==> run_1/met1.png <==
Cells faint in the background.
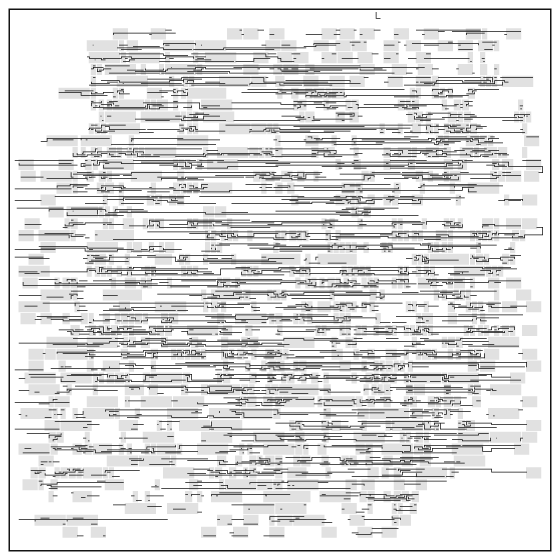
==> run_1/met2.png <==
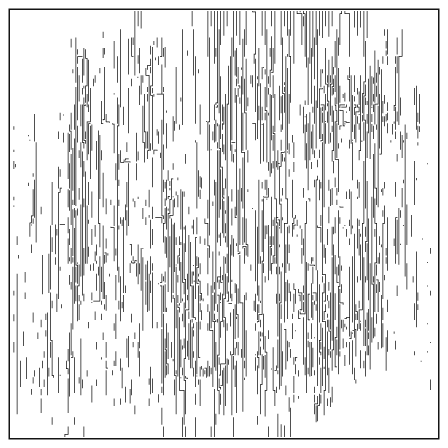
==> run_1/met4.png <==
Cells faint in the background.
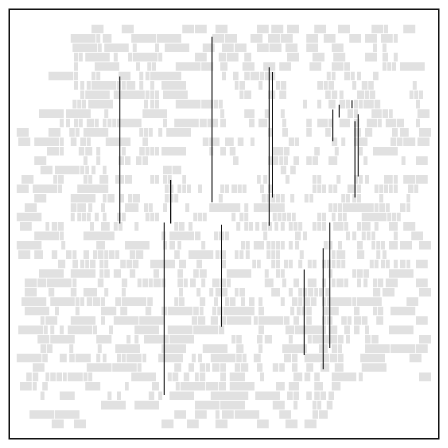
**src/rtl/wb_decoder_scoreboard_if.sv**
```systemverilog
// Bus bundle between issue/writeback stages and the writeback decoder/scoreboard.
interface wb_decoder_scoreboard_if #(
   parameter int unsigned ADDR_WIDTH = 5
);
   localparam int unsigned NUM_REGS = 2 ** ADDR_WIDTH;

   logic                  issue_valid;
   logic [ADDR_WIDTH-1:0] issue_addr;
   logic                  issue_ready;
   logic                  wb_valid;
   logic [ADDR_WIDTH-1:0] wb_addr;
   logic [NUM_REGS-1:0]   wb_enable;
   logic                  wb_error;
   logic [ADDR_WIDTH-1:0] rs1_addr;
   logic [ADDR_WIDTH-1:0] rs2_addr;
   logic                  rs1_hazard;
   logic                  rs2_hazard;
   logic [NUM_REGS-1:0]   pending;
   logic [ADDR_WIDTH:0]   busy_count;

   // Pipeline side: drives requests and addresses, observes status.
   modport master (
      output issue_valid, issue_addr, wb_valid, wb_addr, rs1_addr, rs2_addr,
      input  issue_ready, wb_enable, wb_error, rs1_hazard, rs2_hazard, pending, busy_count
   );

   // Scoreboard side.
   modport slave (
      input  issue_valid, issue_addr, wb_valid, wb_addr, rs1_addr, rs2_addr,
      output issue_ready, wb_enable, wb_error, rs1_hazard, rs2_hazard, pending, busy_count
   );
endinterface

```
**src/rtl/wb_decoder_scoreboard.sv**
```systemverilog
// Writeback-select decoder with a register-pending scoreboard: one-hot
// register-file write enables, WAW issue stall and RAW hazard flags.
module wb_decoder_scoreboard #(
   parameter int unsigned ADDR_WIDTH  = 5,
   parameter bit          ZERO_REG_RO = 1'b1
) (
   input logic                     clock,
   input logic                     reset,
   wb_decoder_scoreboard_if.slave  bus
);
   localparam int unsigned NUM_REGS = 2 ** ADDR_WIDTH;
   localparam int unsigned CNT_W    = ADDR_WIDTH + 1;

   logic [NUM_REGS-1:0] pending_q, pending_d;
   logic [NUM_REGS-1:0] wb_enable_q, wb_enable_d;
   logic                wb_error_q, wb_error_d;
   logic [CNT_W-1:0]    busy_q, busy_d;

   logic issue_zero, wb_zero, rs1_zero, rs2_zero;
   logic issue_fire, wb_hit;

   // Register 0 is treated as a constant when it is hard-wired.
   assign issue_zero = ZERO_REG_RO && (bus.issue_addr == '0);
   assign wb_zero    = ZERO_REG_RO && (bus.wb_addr == '0);
   assign rs1_zero   = ZERO_REG_RO && (bus.rs1_addr == '0);
   assign rs2_zero   = ZERO_REG_RO && (bus.rs2_addr == '0);

   // Stall only on registered state so there is no wb -> issue_ready path.
   assign bus.issue_ready = issue_zero | ~pending_q[bus.issue_addr];
   assign issue_fire      = bus.issue_valid & bus.issue_ready & ~issue_zero;
   assign wb_hit          = bus.wb_valid & pending_q[bus.wb_addr];

   // Source stays hazarded through the cycle its write enable is asserted.
   assign bus.rs1_hazard = ~rs1_zero & (pending_q[bus.rs1_addr] | wb_enable_q[bus.rs1_addr]);
   assign bus.rs2_hazard = ~rs2_zero & (pending_q[bus.rs2_addr] | wb_enable_q[bus.rs2_addr]);

   // Next scoreboard state, decoded enable, error pulse and occupancy.
   always_comb begin
      pending_d   = pending_q;
      wb_enable_d = '0;
      wb_error_d  = 1'b0;
      busy_d      = '0;

      if (wb_hit) begin
         pending_d[bus.wb_addr] = 1'b0;
         wb_enable_d            = NUM_REGS'(1) << bus.wb_addr;
      end else if (bus.wb_valid && !wb_zero) begin
         wb_error_d = 1'b1;
      end

      // Same-address collision cannot happen: issue_ready is low while pending.
      if (issue_fire) begin
         pending_d[bus.issue_addr] = 1'b1;
      end

      for (int unsigned i = 0; i < NUM_REGS; i++) begin
         busy_d = busy_d + CNT_W'(pending_d[i]);
      end
   end

   // State registers with synchronous reset that discards in-flight writes.
   always_ff @(posedge clock) begin
      if (reset) begin
         pending_q   <= '0;
         wb_enable_q <= '0;
         wb_error_q  <= 1'b0;
         busy_q      <= '0;
      end else begin
         pending_q   <= pending_d;
         wb_enable_q <= wb_enable_d;
         wb_error_q  <= wb_error_d;
         busy_q      <= busy_d;
      end
   end

   assign bus.pending    = pending_q;
   assign bus.wb_enable  = wb_enable_q;
   assign bus.wb_error   = wb_error_q;
   assign bus.busy_count = busy_q;
endmodule

```
**src/flat_wrapper.sv**
```systemverilog
// flat-port wrapper written by rule: the top's interface ports become plain ports
module wb_decoder_scoreboard_flat 
#(
   parameter int unsigned ADDR_WIDTH  = 5,
   parameter bit          ZERO_REG_RO = 1'b1
)
  (clock, reset, bus_issue_valid, bus_issue_addr, bus_wb_valid, bus_wb_addr, bus_rs1_addr, bus_rs2_addr, bus_issue_ready, bus_wb_enable, bus_wb_error, bus_rs1_hazard, bus_rs2_hazard, bus_pending, bus_busy_count);
  wb_decoder_scoreboard_if #(.ADDR_WIDTH(ADDR_WIDTH)) bus_i ();
  input logic clock;
  input logic reset;
  input wire logic [$bits(bus_i.issue_valid)-1:0] bus_issue_valid;
  input wire logic [$bits(bus_i.issue_addr)-1:0] bus_issue_addr;
  input wire logic [$bits(bus_i.wb_valid)-1:0] bus_wb_valid;
  input wire logic [$bits(bus_i.wb_addr)-1:0] bus_wb_addr;
  input wire logic [$bits(bus_i.rs1_addr)-1:0] bus_rs1_addr;
  input wire logic [$bits(bus_i.rs2_addr)-1:0] bus_rs2_addr;
  output wire logic [$bits(bus_i.issue_ready)-1:0] bus_issue_ready;
  output wire logic [$bits(bus_i.wb_enable)-1:0] bus_wb_enable;
  output wire logic [$bits(bus_i.wb_error)-1:0] bus_wb_error;
  output wire logic [$bits(bus_i.rs1_hazard)-1:0] bus_rs1_hazard;
  output wire logic [$bits(bus_i.rs2_hazard)-1:0] bus_rs2_hazard;
  output wire logic [$bits(bus_i.pending)-1:0] bus_pending;
  output wire logic [$bits(bus_i.busy_count)-1:0] bus_busy_count;
  assign bus_i.issue_valid = bus_issue_valid;
  assign bus_i.issue_addr = bus_issue_addr;
  assign bus_i.wb_valid = bus_wb_valid;
  assign bus_i.wb_addr = bus_wb_addr;
  assign bus_i.rs1_addr = bus_rs1_addr;
  assign bus_i.rs2_addr = bus_rs2_addr;
  assign bus_issue_ready = bus_i.issue_ready;
  assign bus_wb_enable = bus_i.wb_enable;
  assign bus_wb_error = bus_i.wb_error;
  assign bus_rs1_hazard = bus_i.rs1_hazard;
  assign bus_rs2_hazard = bus_i.rs2_hazard;
  assign bus_pending = bus_i.pending;
  assign bus_busy_count = bus_i.busy_count;
  wb_decoder_scoreboard #(.ADDR_WIDTH(ADDR_WIDTH), .ZERO_REG_RO(ZERO_REG_RO)) u_core (.clock(clock), .reset(reset), .bus(bus_i));
endmodule
```
**config.mk**
```make
export PLATFORM = sky130hd
export DESIGN_NAME = wb_decoder_scoreboard_flat
export DESIGN_NICKNAME = d
export VERILOG_FILES = /design/src/rtl/wb_decoder_scoreboard_if.sv /design/src/rtl/wb_decoder_scoreboard.sv /design/src/flat_wrapper.sv
export SDC_FILE = /design/constraint.sdc
export NUM_CORES = 1
export LEC_CHECK = 0
export ABC_AREA = 1
export CORE_MARGIN = 1.5
export CORE_UTILIZATION = 35
export DETAILED_ROUTE_END_ITERATION = 12
export MAX_ROUTING_LAYER = met4
export PLACE_DENSITY = 0.57
export SYNTH_ARGS = -nofsm -noshare
export SYNTH_HDL_FRONTEND = slang
export SYNTH_SLANG_ARGS = --single-unit
export TNS_END_PERCENT = 10
```
**constraint.sdc**
```tcl
create_clock -name clock -period 10.41 [get_ports clock]
set_input_delay 3.123 -clock clock [delete_from_list [all_inputs] [get_ports clock]]
set_output_delay 3.123 -clock clock [all_outputs]
set_load 0.005 [all_outputs]
```
==> flow_summary_export.csv, run 1 <==
group,metric,value,unit
synth,postSynthCellCount,798,
final_timing,fin_ws,0.7880,ns
grt,grt_remaining_overflow,0,
clocking,ctsHoldBuffers,0,
synth,ys_chip_area,5107,um^2
cells_and_area,nets,961,
cells_and_area,insertedDiodeCount,0,
pwr,p_per_area,108.5,nW/um^2
final_timing,finalSetupTns,0,ns
synth,postSynthAreaPerCell,6.400,um^2
worst_setup_path,slowest_delay,0.58,ns
cells_and_area,lay_top_cells,"232 x nand2_1, 98 x nor2_1, 97 x clkdlybuf4s50_1",
final_timing,period_minus_slack,9.622,ns
clocking,cts_sinks,71,
clocking,cts_root_buf,"clkbuf_16",
cells_and_area,drive_gt1_share,6.923,%
placement,place_area,6341,um^2
worst_setup_path,end_kind,"flip-flop",
grt,top_usage_layer,"met1",
clocking,post_cts_resized,0,
worst_setup_path,crit_family,"adder cells",
cells_and_area,layout_top_cell,"nand2_1",
worst_setup_path,path_class,"in2reg",
synth,synth_seq_share,27.83,%
cells_and_area,final_util,47.28,%
die,die_w,123.8,um
synth,yosysWarnings,0,
die,dieHeight,123.8,um
placement,hpwl,15.99,mm
route,vias_per_cell,5.144,
worst_hold_path,hold_depth,2,
cells_and_area,final_cell_area,6639,um^2
synth,topCellsByArea,"dfxtp_1 28%, nand2_1 17%, fa_1 9.4%",
die,core_area,14040,um^2
worst_setup_path,crit_slowest_cell,"clkdlybuf4s50_1",
synth,logic_family,"simple AND/OR/NAND/NOR gates",
route,drtIter0Drc,527,
final_timing,fmax,0.1039,GHz
synth,yosysTopAreaCell,"dfxtp_1",
synth,syn_nets,854,
cells_and_area,fill_cells,1485,
final_timing,setup_viol,0,
flow_run,max-cap-violations,0,
route,wl_per_cell,18.30,um
placement,port_buffers,97,
status,status,"finished, final reports clean",
die,pin_count,98,
synth,synth-adder-area-share,11.37,%
worst_hold_path,min_path_type,"reg2reg",
die,fp_util,36.37,%
synth,netlist_area,5107,um^2
grt,grtUsageMet3,5.128,%
clocking,cts_tree,"done",
clocking,clk_path_buf_depth,2,
cells_and_area,syn_to_final_growth,29.99,%
synth,ys_types,30,
final_timing,rsz0062_at_grt,"false",
grt,grt_pass1_wl,30.37,mm
placement,place_congestion,0.9569,
final_timing,hold_viol_final,0,
synth,synth_top_area_share,27.83,%
worst_setup_path,start_kind,"primary input",
pwr,power.total,0.7204,mW
final_timing,period_used_share,92.43,%
route,drc,0,
flow_run,warning_count,26,
Notes on met1.png above:
- nets with wire on the layer: 873
- share of all routed wire: 47%
- wire length on this layer: 9440 um
- longest straight run: 55.2 um

Notes on met2.png above:
- nets with wire on the layer: 732
- longest straight run: 43.9 um
Post-Route WL: 19.95 mm
Vias: 5607
met2 usage: 39.88%

Notes on met4.png above:
- longest straight run: 49.6 um
- nets with wire on the layer: 13

run 1: worst min-delay path: cells and delay by family (launching register included):
family / cells / cell delay (ns)
AOI/OAI and AO/OA: 1 / 0.06
DFF: 1 / 0.35
and+or+nand+nor: 1 / 0.09
run 1: metrics by stage:
step,instances,hold slack (ns)
after floorplan,798,0.4895
after global placement,1074,0.5402
after detailed placement,1074,0.5396
after CTS,1090,0.5507
after global routing,1090,0.5722
final,1090,0.5511
run 1: report_power, final:
part / total [mW] / leakage (nW) / switching, mW / internal [mW]
Combinational: 0.122 / 2.02 / 0.0738 / 0.0480
Sequential: 0.280 / 0.573 / 0.00421 / 0.276
Clock: 0.318 / 0.143 / 0.131 / 0.187
Total: 0.720 / 2.74 / 0.209 / 0.511
run 1: kinds of logic (layout without fill, tap and decap cells):
family / after synthesis / in the layout
simple gates: 478 / 478
compound gates: 93 / 93
buf+inv: 124 / 236
fa+ha+maj: 32 / 32
flops: 71 / 71
run 1: state kept, by name, summed over array words and instances (netlist names):
signal                 flops
u_core.bus.wb_enable      32
u_core.bus.busy_count      6
u_core.bus.pending        32
u_core.bus.wb_error        1
run 1: final cells by class:
type	instances	area, um^2	share of cell area (%)
inverters	95	356.6	5.371
repair buffers	125	1181	17.79
clock buffers	10	229.0	3.449
clock inverters	6	68.82	1.037
multi-input cells	603	3157	47.55
well taps	180	225.2	3.392
flip-flops and latches	71	1421	21.41
run 1: metal layers:
metal  wire length (um)  vias to the layer above
met5                  0                        -
met4                411                        0
met3               1568                       33
met2               8537                      217
met1               9435                     2608
li1                   -                     2749
run 1: synthesized netlist by cell type (all sizes together):
| cell type | number |
|---|---|
| clkbuf | 12 |
| ha | 8 |
| or2 | 7 |
| a21oi | 46 |
| dfxtp | 71 |
| inv | 91 |
| a31oi | 6 |
| a221oi | 2 |
| o31ai | 2 |
| o21ba | 1 |
| nand2 | 236 |
| nand3 | 79 |
| o2111ai | 6 |
| and2 | 26 |
| nor2 | 102 |
| buf | 17 |
| clkinv | 4 |
| o311ai | 3 |
| o21ai | 22 |
| o211ai | 4 |
| o22ai | 1 |
| fa | 24 |
| nor3 | 28 |
run 1: path summary, 6_finish.rpt:
check,from,endpoint,slack (ns)
min,u_core.bus.pending[22],u_core.bus.pending[22],0.55
max,bus_wb_addr[0],u_core.bus.busy_count[4],0.79
max reg2reg,u_core.bus.pending[12],u_core.bus.busy_count[4],3.88
min reg2reg,u_core.bus.pending[22],u_core.bus.pending[22],0.55
==> inputs of run 2 (changes only) <==
CORE_UTILIZATION = 44   (was 35)
PLACE_DENSITY = 0.68   (was 0.57)
SLEW_MARGIN = 20   (was not set)
==> run_2/density.png <==
The bar under the picture is 20 um long. 11 x 11 tiles, from dark blue (low) to red (high), 0 to 100% covered.
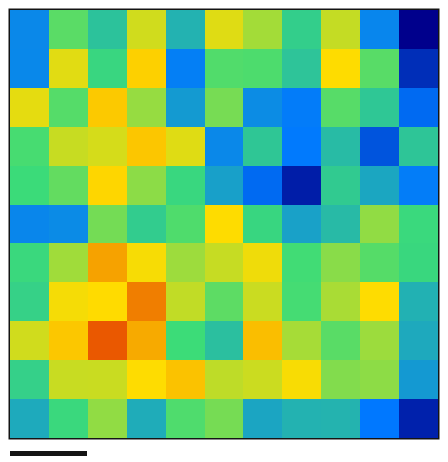
- tiles over 75% full: 9.9%
- emptiest ninth of the die: upper right
- mean over tiles: 52%
- fullest tile: 90%
- nearly empty tiles: 0.80%
fin util: 58.04%
core area: 11370 um^2
fp_density: 44.92%

==> flow_summary_export.csv, run 2 <==
group,metric,value,unit
clocking,cts_root_buf,"clkbuf_16",
status,status,"finished, final reports clean",
placement,port_buffers,97,
synth,synth_top_area_share,27.83,%
synth,ys_chip_area,5107,um^2
synth,yosysTopAreaCell,"dfxtp_1",
pwr,p_int,0.5701,mW
worst_hold_path,min_path_type,"reg2reg",
flow_run,max-cap-violations,0,
worst_setup_path,r2r_slack,3.77,ns
cells_and_area,lay_top_cells,"232 x nand2_1, 98 x nor2_1, 97 x clkdlybuf4s50_1",
cells_and_area,syn_to_final_growth,29.20,%
final_timing,fin_ws,0.4573,ns
synth,netlist_area,5107,um^2
route,vias_per_cell,5.517,
final_timing,setup_viol,0,
pwr,seqPwrFrac,36.4,%
die,dieHeight,110.7,um
die,pin_count,98,
flow_run,warning_count,26,
clocking,cts_tree,"done",
pwr,power_switching,0.2016,mW
final_timing,period_used_share,95.61,%
placement,dp.cells,1030,
clocking,post_cts_resized,0,
clocking,cts_sinks,71,
synth,async_reset_ff_share,0,%
final_timing,fmax,0.1005,GHz
cells_and_area,insertedDiodeCount,0,
placement,place_congestion,0.9768,
cells_and_area,finalNonFillerCells,1046,
worst_setup_path,r2r_end,"u_core.bus.busy_count[4]",
pwr,sw_frac_of_total,26.12,%
synth,ys_types,30,
final_timing,holdWs,0.5738,ns
cells_and_area,layout_top_cell,"nand2_1",
route,wl_per_cell,18.58,um
route,drc,0,
worst_setup_path,path_class,"in2reg",
synth,synth_seq_share,27.83,%
worst_setup_path,end_kind,"flip-flop",
final_timing,hold_viol_final,0,
synth,postSynthCellCount,798,
worst_setup_path,endpoint,"u_core.bus.busy_count[4]",
clocking,ctsHoldBuffers,0,
route,drtIter0Drc,714,
final_timing,rsz0062_at_grt,"false",
clocking,clk_path_buf_depth,2,
synth,most_common_cell,"nand2_1",
synth,topCellsByArea,"dfxtp_1 28%, nand2_1 17%, fa_1 9.4%",
cells_and_area,nets,954,
synth,ff_type,"dfxtp_1",
==> run_2/met4.png <==
Cells faint in the background.
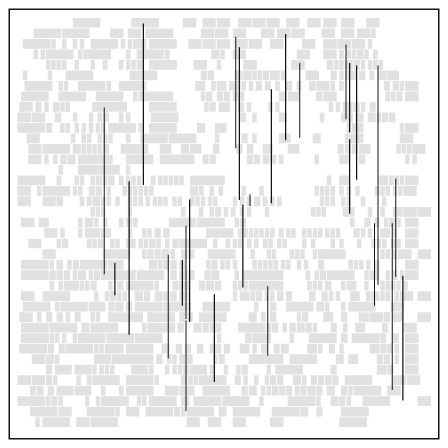
Vias: 5771
Post-Route WL: 19.44 mm

==> run 2: cell counts after synthesis <==
Identical to the previous run, type by type.
==> run 2: layout make-up <==
cell class	instances	area, um^2
fill	1113	4771
multi-input combinational	603	3157
sequential	71	1421
timing repair buffer	118	1129
inverter	95	356.6
clock buffer	11	252.7
tap	143	178.9
clock inverter	5	103.9
==> run 2: kinds of logic (layout without fill, tap and decap cells) <==
group	Yosys count	count (layout)	share of synthesized area, %
buf+inv	124	229	10.36
fa+ha+maj	32	32	11.37
compound gates	93	93	10.49
simple gates	478	478	39.96
flops	71	71	27.83
==> run 2: stage by stage <==
stage	instance area (um^2)	power [mW]
global placement	6242	0.4039
detailed placement	6242	0.4033
finish	6599	0.7717
CTS	6599	0.7706
floorplan	5107	0.3557
global route	6599	0.7957
==> run 2: per-layer routing <==
metal  GRT usage, %  vias up  share of wire (%)
li1               -     2734                  -
met1          45.84     2614                 43
met2          46.58      362                 42
met3          5.467       61                 11
met4          12.31        0                3.7
met5              -        -                  0
==> run 2: power by group through the flow <==
stage / Clock [mW] / Sequential [mW] / Combinational (mW)
5_1_grt: 0.383 / 0.281 / 0.132
6_report: 0.371 / 0.281 / 0.120
3_3_place_gp: 0 / 0.286 / 0.117
3_5_place_dp: 0 / 0.286 / 0.117
4_1_cts: 0.372 / 0.281 / 0.118
2_1_floorplan: 0 / 0.285 / 0.0708
==> run 2: worst max-delay path, stage by stage <==
cell	delay [ns]
clkdlybuf4s50_1	0.71
inv_2	0.16
nor3_1	0.44
nand2_1	0.16
nand2_1	0.11
nor2_2	0.05
nand2_4	0.16
nand2_2	0.10
o21ai_0	0.26
inv_1	0.08
ha_1	0.28
inv_1	0.06
fa_1	0.51
fa_1	0.59
fa_1	0.45
fa_1	0.52
fa_1	0.54
fa_1	0.55
inv_1	0.05
fa_1	0.40
fa_1	0.42
a21oi_1	0.16
o21ba_2	0.15
o21ai_0	0.07
a21oi_1	0.11
==> run 2: worst min-delay path by stage <==
stage	cells past startpoint	startpoint	slack, ns	endpoint
after floorplan	2	u_core.bus.pending[20]	0.49	u_core.bus.pending[20]
final	2	u_core.bus.pending[14]	0.57	u_core.bus.pending[14]
after detailed placement	2	u_core.bus.pending[22]	0.56	u_core.bus.pending[22]
after CTS	2	u_core.bus.pending[12]	0.57	u_core.bus.pending[12]
after global routing	2	u_core.bus.pending[13]	0.60	u_core.bus.pending[13]
after global placement	2	u_core.bus.pending[14]	0.55	u_core.bus.pending[14]
Power is estimated from default activity; no workload was simulated.
